--- config.mk ---
export PLATFORM = sky130hd
export DESIGN_NAME = sw_debounce_sync
export DESIGN_NICKNAME = d
export VERILOG_FILES = /design/src/rtl/sw_pkg.sv /design/src/rtl/sw_db_bit.sv /design/src/rtl/sw_debounce_sync.sv
export SDC_FILE = /design/constraint.sdc
export NUM_CORES = 1
export LEC_CHECK = 0
export ABC_AREA = 1
export CORE_MARGIN = 2
export CORE_UTILIZATION = 45
export CTS_BUF_LIST = sky130_fd_sc_hd__clkbuf_4 sky130_fd_sc_hd__clkbuf_8
export DETAILED_ROUTE_END_ITERATION = 16
export PLACE_DENSITY_LB_ADDON = 0.05
export SLEW_MARGIN = 20
export SYNTH_ARGS = -nofsm -noshare
export SYNTH_HDL_FRONTEND = slang
export SYNTH_SLANG_ARGS = --single-unit
--- constraint.sdc ---
create_clock -name clk -period 1.66 [get_ports clk]
set_input_delay 0.332 -clock clk [delete_from_list [all_inputs] [get_ports clk]]
set_output_delay 0.332 -clock clk [all_outputs]
set_load 0.01 [all_outputs]
--- src/rtl/sw_pkg.sv ---
// Shared constants and sizing helper for the switch debounce/synchroniser block.
// Used by sw_db_bit and sw_debounce_sync (see SW_DEBOUNCE_BYPASS_EN in those files).
package sw_pkg;

    localparam int unsigned SW_WIDTH        = 16;
    localparam int unsigned SW_TICK_DIV_50M = 50000;
    localparam int unsigned SW_SAMPLES      = 4;

    // Prescaler counter width able to hold 0..tick_div-1 (at least one bit).
    function automatic int unsigned presc_width(input int unsigned tick_div);
        return (tick_div <= 2) ? 1 : $clog2(tick_div);
    endfunction

endpackage

--- src/rtl/sw_db_bit.sv ---
// One switch bit: two-flop synchroniser, tick-sampled history and debounced level.
// SW_DEBOUNCE_BYPASS_EN: history removed, db follows the synchronised level one clk later.
module sw_db_bit
    import sw_pkg::*;
#(
    parameter int unsigned SAMPLES = SW_SAMPLES
) (
    input  logic clk,
    input  logic reset,
    input  logic tick,
    input  logic raw,
    output logic db,
    output logic db_next_c
);

    logic [1:0] sync;

    always_ff @(posedge clk or negedge reset) begin
        if (!reset) begin
            sync <= '0;
        end else begin
            sync <= {sync[0], raw};
        end
    end

`ifdef SW_DEBOUNCE_BYPASS_EN
    logic unused_tick;
    assign unused_tick = tick;
    assign db_next_c   = sync[1];
`else
    logic [SAMPLES-1:0] hist;
    logic [SAMPLES-1:0] hist_next;

    // Level changes only when every sample in the updated window agrees.
    always_comb begin
        hist_next = {hist[SAMPLES-2:0], sync[1]};
        db_next_c = db;
        if (tick) begin
            if (&hist_next) begin
                db_next_c = 1'b1;
            end else if (~|hist_next) begin
                db_next_c = 1'b0;
            end
        end
    end

    always_ff @(posedge clk or negedge reset) begin
        if (!reset) begin
            hist <= '0;
        end else if (tick) begin
            hist <= hist_next;
        end
    end
`endif

    always_ff @(posedge clk or negedge reset) begin
        if (!reset) begin
            db <= 1'b0;
        end else begin
            db <= db_next_c;
        end
    end

endmodule

--- src/rtl/sw_debounce_sync.sv ---
// Synchronise and debounce the slide switches, publish changes through valid/ready.
// SW_DEBOUNCE_BYPASS_EN: prescaler removed, bits pass straight from the synchronisers.
module sw_debounce_sync
    import sw_pkg::*;
#(
    parameter int unsigned WIDTH    = SW_WIDTH,
    parameter int unsigned TICK_DIV = SW_TICK_DIV_50M,
    parameter int unsigned SAMPLES  = SW_SAMPLES
) (
    input  logic             clk,
    input  logic             reset,
    input  logic [WIDTH-1:0] sw_raw,
    input  logic             upd_ready,
    output logic             upd_valid,
    output logic [WIDTH-1:0] sw_out,
    output logic [WIDTH-1:0] rise_mask,
    output logic [WIDTH-1:0] fall_mask,
    output logic [WIDTH-1:0] sw_db
);

    logic             tick;
    logic [WIDTH-1:0] db_next;

`ifdef SW_DEBOUNCE_BYPASS_EN
    assign tick = 1'b0;
`else
    localparam int unsigned CW = presc_width(TICK_DIV);

    logic [CW-1:0] presc;

    assign tick = (presc == CW'(TICK_DIV - 1));

    always_ff @(posedge clk or negedge reset) begin
        if (!reset) begin
            presc <= '0;
        end else if (tick) begin
            presc <= '0;
        end else begin
            presc <= presc + CW'(1);
        end
    end
`endif

    for (genvar i = 0; i < WIDTH; i++) begin : g_bit
        sw_db_bit #(
            .SAMPLES(SAMPLES)
        ) u_bit (
            .clk      (clk),
            .reset    (reset),
            .tick     (tick),
            .raw      (sw_raw[i]),
            .db       (sw_db[i]),
            .db_next_c(db_next[i])
        );
    end

    logic [WIDTH-1:0] pend_rise;
    logic [WIDTH-1:0] pend_fall;
    logic [WIDTH-1:0] new_rise;
    logic [WIDTH-1:0] new_fall;
    logic             pend_any;
    logic             load;

    assign new_rise = db_next & ~sw_db;
    assign new_fall = ~db_next & sw_db;
    assign pend_any = |(pend_rise | pend_fall);
    assign load     = pend_any && (!upd_valid || upd_ready);

    // Load snapshot when the output slot is free or being taken; changes arriving
    // on the load edge start the next pending set so none are lost.
    always_ff @(posedge clk or negedge reset) begin
        if (!reset) begin
            upd_valid <= 1'b0;
            sw_out    <= '0;
            rise_mask <= '0;
            fall_mask <= '0;
            pend_rise <= '0;
            pend_fall <= '0;
        end else if (load) begin
            upd_valid <= 1'b1;
            sw_out    <= sw_db;
            rise_mask <= pend_rise;
            fall_mask <= pend_fall;
            pend_rise <= new_rise;
            pend_fall <= new_fall;
        end else begin
            pend_rise <= pend_rise | new_rise;
            pend_fall <= pend_fall | new_fall;
            if (upd_ready) begin
                upd_valid <= 1'b0;
            end
        end
    end

endmodule

==> reports/qor.csv <==
metric,value,unit
crit path cell chain,ha_2 > nand2_2 > nor2_4 > nand4_1 > nor2_4 > buf_12 > buf_12 > nand4_1 > nand2_1,
pin count of the biggest net entering global routing,50,
cell taking the most area after synthesis,sky130_fd_sc_hd__dfrtp_1,
first-pass GRT wire length,28.5,mm
worst hold path type,input pin to flip-flop,
mean instance size in the synthesized netlist,8.91,um^2
met2 wire length,8.44,mm
global route total overflow,0,
Final Skew,13.7,ps
via count of the routed design,6221,
clock latency of the later-clocked register in the worst-skew pair,460,ps
Comb area,2610,um^2
outcome,"finished, violations left",
power density cells,807,nW/um^2
number of synthesized register bits,193,
Min-Delay Endpoint,g_bit[10].u_bit.sync[0]$_DFF_PN0_,
adder-cell area share of the yosys netlist,0.158,%
die x size,137,um
yosys stat area,7930,um^2
antenna-violating nets left,0,
violated checks,setup timing,
number of antenna violations at the first check in global routing,0,
die footprint,18700,um^2
count of different cell masters after synthesis,25,
"share of synthesized cell area in and, or, nand and nor gates",28.1,%
Critical Path Start,presc[1]$_DFF_PN0_,
WL met3,841,um
PnR Total Power,8.14,mW
FF/Latch Area,4840,um^2
Comb. pwr,186,uW
headroom to the max-slew limit,66.7,%
most common logic cells in the final layout,"321 x sky130_fd_sc_hd__nand2_1, 188 x sky130_fd_sc_hd__dfrtp_1, 87 x sky130_fd_sc_hd__nand3_1",
"CP delay by family, top",simple AND/OR/NAND/NOR gates,
total routing usage reported by global routing,19.8,%
floorplan-stage core utilization,45.9,%
post-cts resize count,73,
share of the synthesized area in the top cell type,60.9,%
part of the power in the clock network,39.2,%
number of DRC markers in iteration 0,477,
Final setup viols,2,
Max Fclk,0.596,GHz
"AND-OR/OR-AND Cells, Area Fraction",2.90,%
GR met3 Demand/Resource,3.93,%
flip-flops with a built-in enable,0,
arrival time at the worst endpoint,2070,ps
worst path setup slack after routing,-19.2,ps
Worst Hold Slack,302,ps
biggest power consumer among the groups,registers,
"Non-clock buffers, area share",16.4,%
placed instance count,1174,
largest class,registers,
worst path required time,2050,ps
Slowest cell on crit path,sky130_fd_sc_hd__dfrtp_1,
n_taps,225,
"Buf+Inv Stages, Crit Path",2,
number of cells in the yosys synthesis report,890,
antenna diode instance count,0,
"IR drop worst, VDD",0.000454,V
Mapped Cells,890,
number of max-capacitance violations reported,0,
master cell of the clock root buffer,sky130_fd_sc_hd__clkbuf_8,
Routed met1 length,9.13,mm
cts bufs inserted,17,
number of filler cells placed in the layout,1548,
cell depth of the worst hold path,1,
leak pwr,5.13,nW
startpoint of the lowest-slack hold path,sw_raw[10],
H-tree levels,4,
Synth Warn #,0,
Dominant Register Cell,sky130_fd_sc_hd__dfrtp_1,
largest fanout on the critical path,10,
worst reg2reg setup slack,-20,ps
register ranked first by flip-flop count,g_bit.u_bit.hist,
clock tree from TritonCTS,yes,
standard-cell row count,48,
via-per-instance ratio,4.98,
setup repair after global routing missed its margin,yes,
DRC violations left,0,
clock network contribution to total cell area,4.14,%
Syn Std Cell Area,7930,um^2
XOR/XNOR share of the synthesized area,0.552,%
Combinational Power Share,2.3,%
largest registers,"g_bit.u_bit.hist x48, g_bit.u_bit.sync x32",
final standard cell count with taps included and fillers excluded,1248,
sequential area share after synthesis,60.9,%
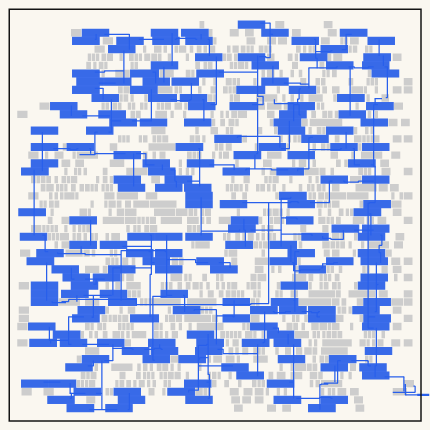
Figure 1: port wiring.
Scale: 3 px per um.
`reset` -> blue  # bits 1, direction input, end cells 193, wire 1650 um
Buffers on Ports: 83
Top-Level Pins: 84

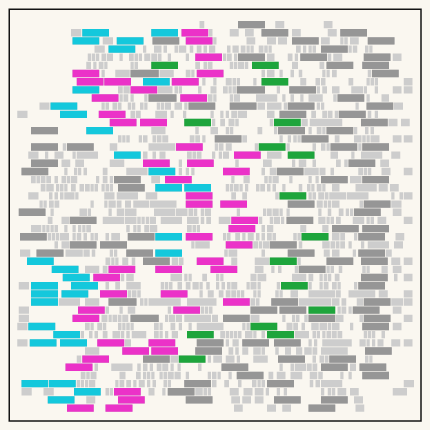
Figure 2: sequential cells colored by netlist name.
Scale: 3 px per um. Other sequential cells in the stronger gray, the rest of the logic in the fainter gray.
`g_bit.u_bit.sync` -> cyan  # sequential cells 32
`g_bit.u_bit.hist` -> magenta  # sequential cells 48
`pend_rise` -> green  # sequential cells 16
utilization of the core after routing: 58.3%
fraction of area in registers: 48.0%

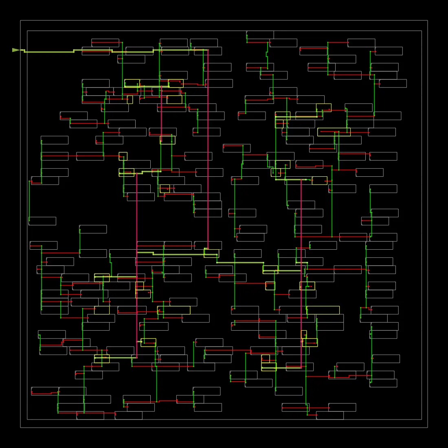
Figure 3: the clock network.
CTS sink count: 193
power dissipated in the clock network: 3.19 mW
clock buffer instance count of the final layout: 19
count of flip-flops and latches: 193

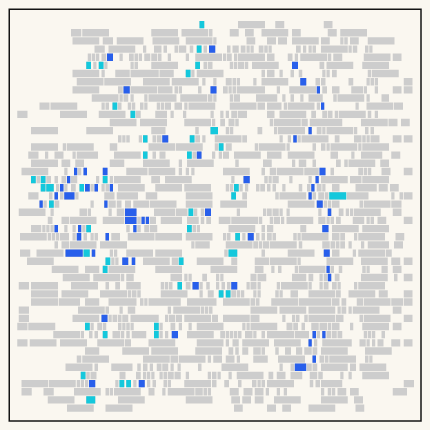
Figure 4: gate families picked out.
Scale: 3 px per um.
nor cells -> blue  # cells 61, most used nor2_1
aoi and oai cells -> cyan  # cells 44, most used o21ai_1
multi-input gate share of the layout cell area: 25.9%
dominant logic cell type in the layout: sky130_fd_sc_hd__nand2_1

Power and IR drop assume default switching activity.
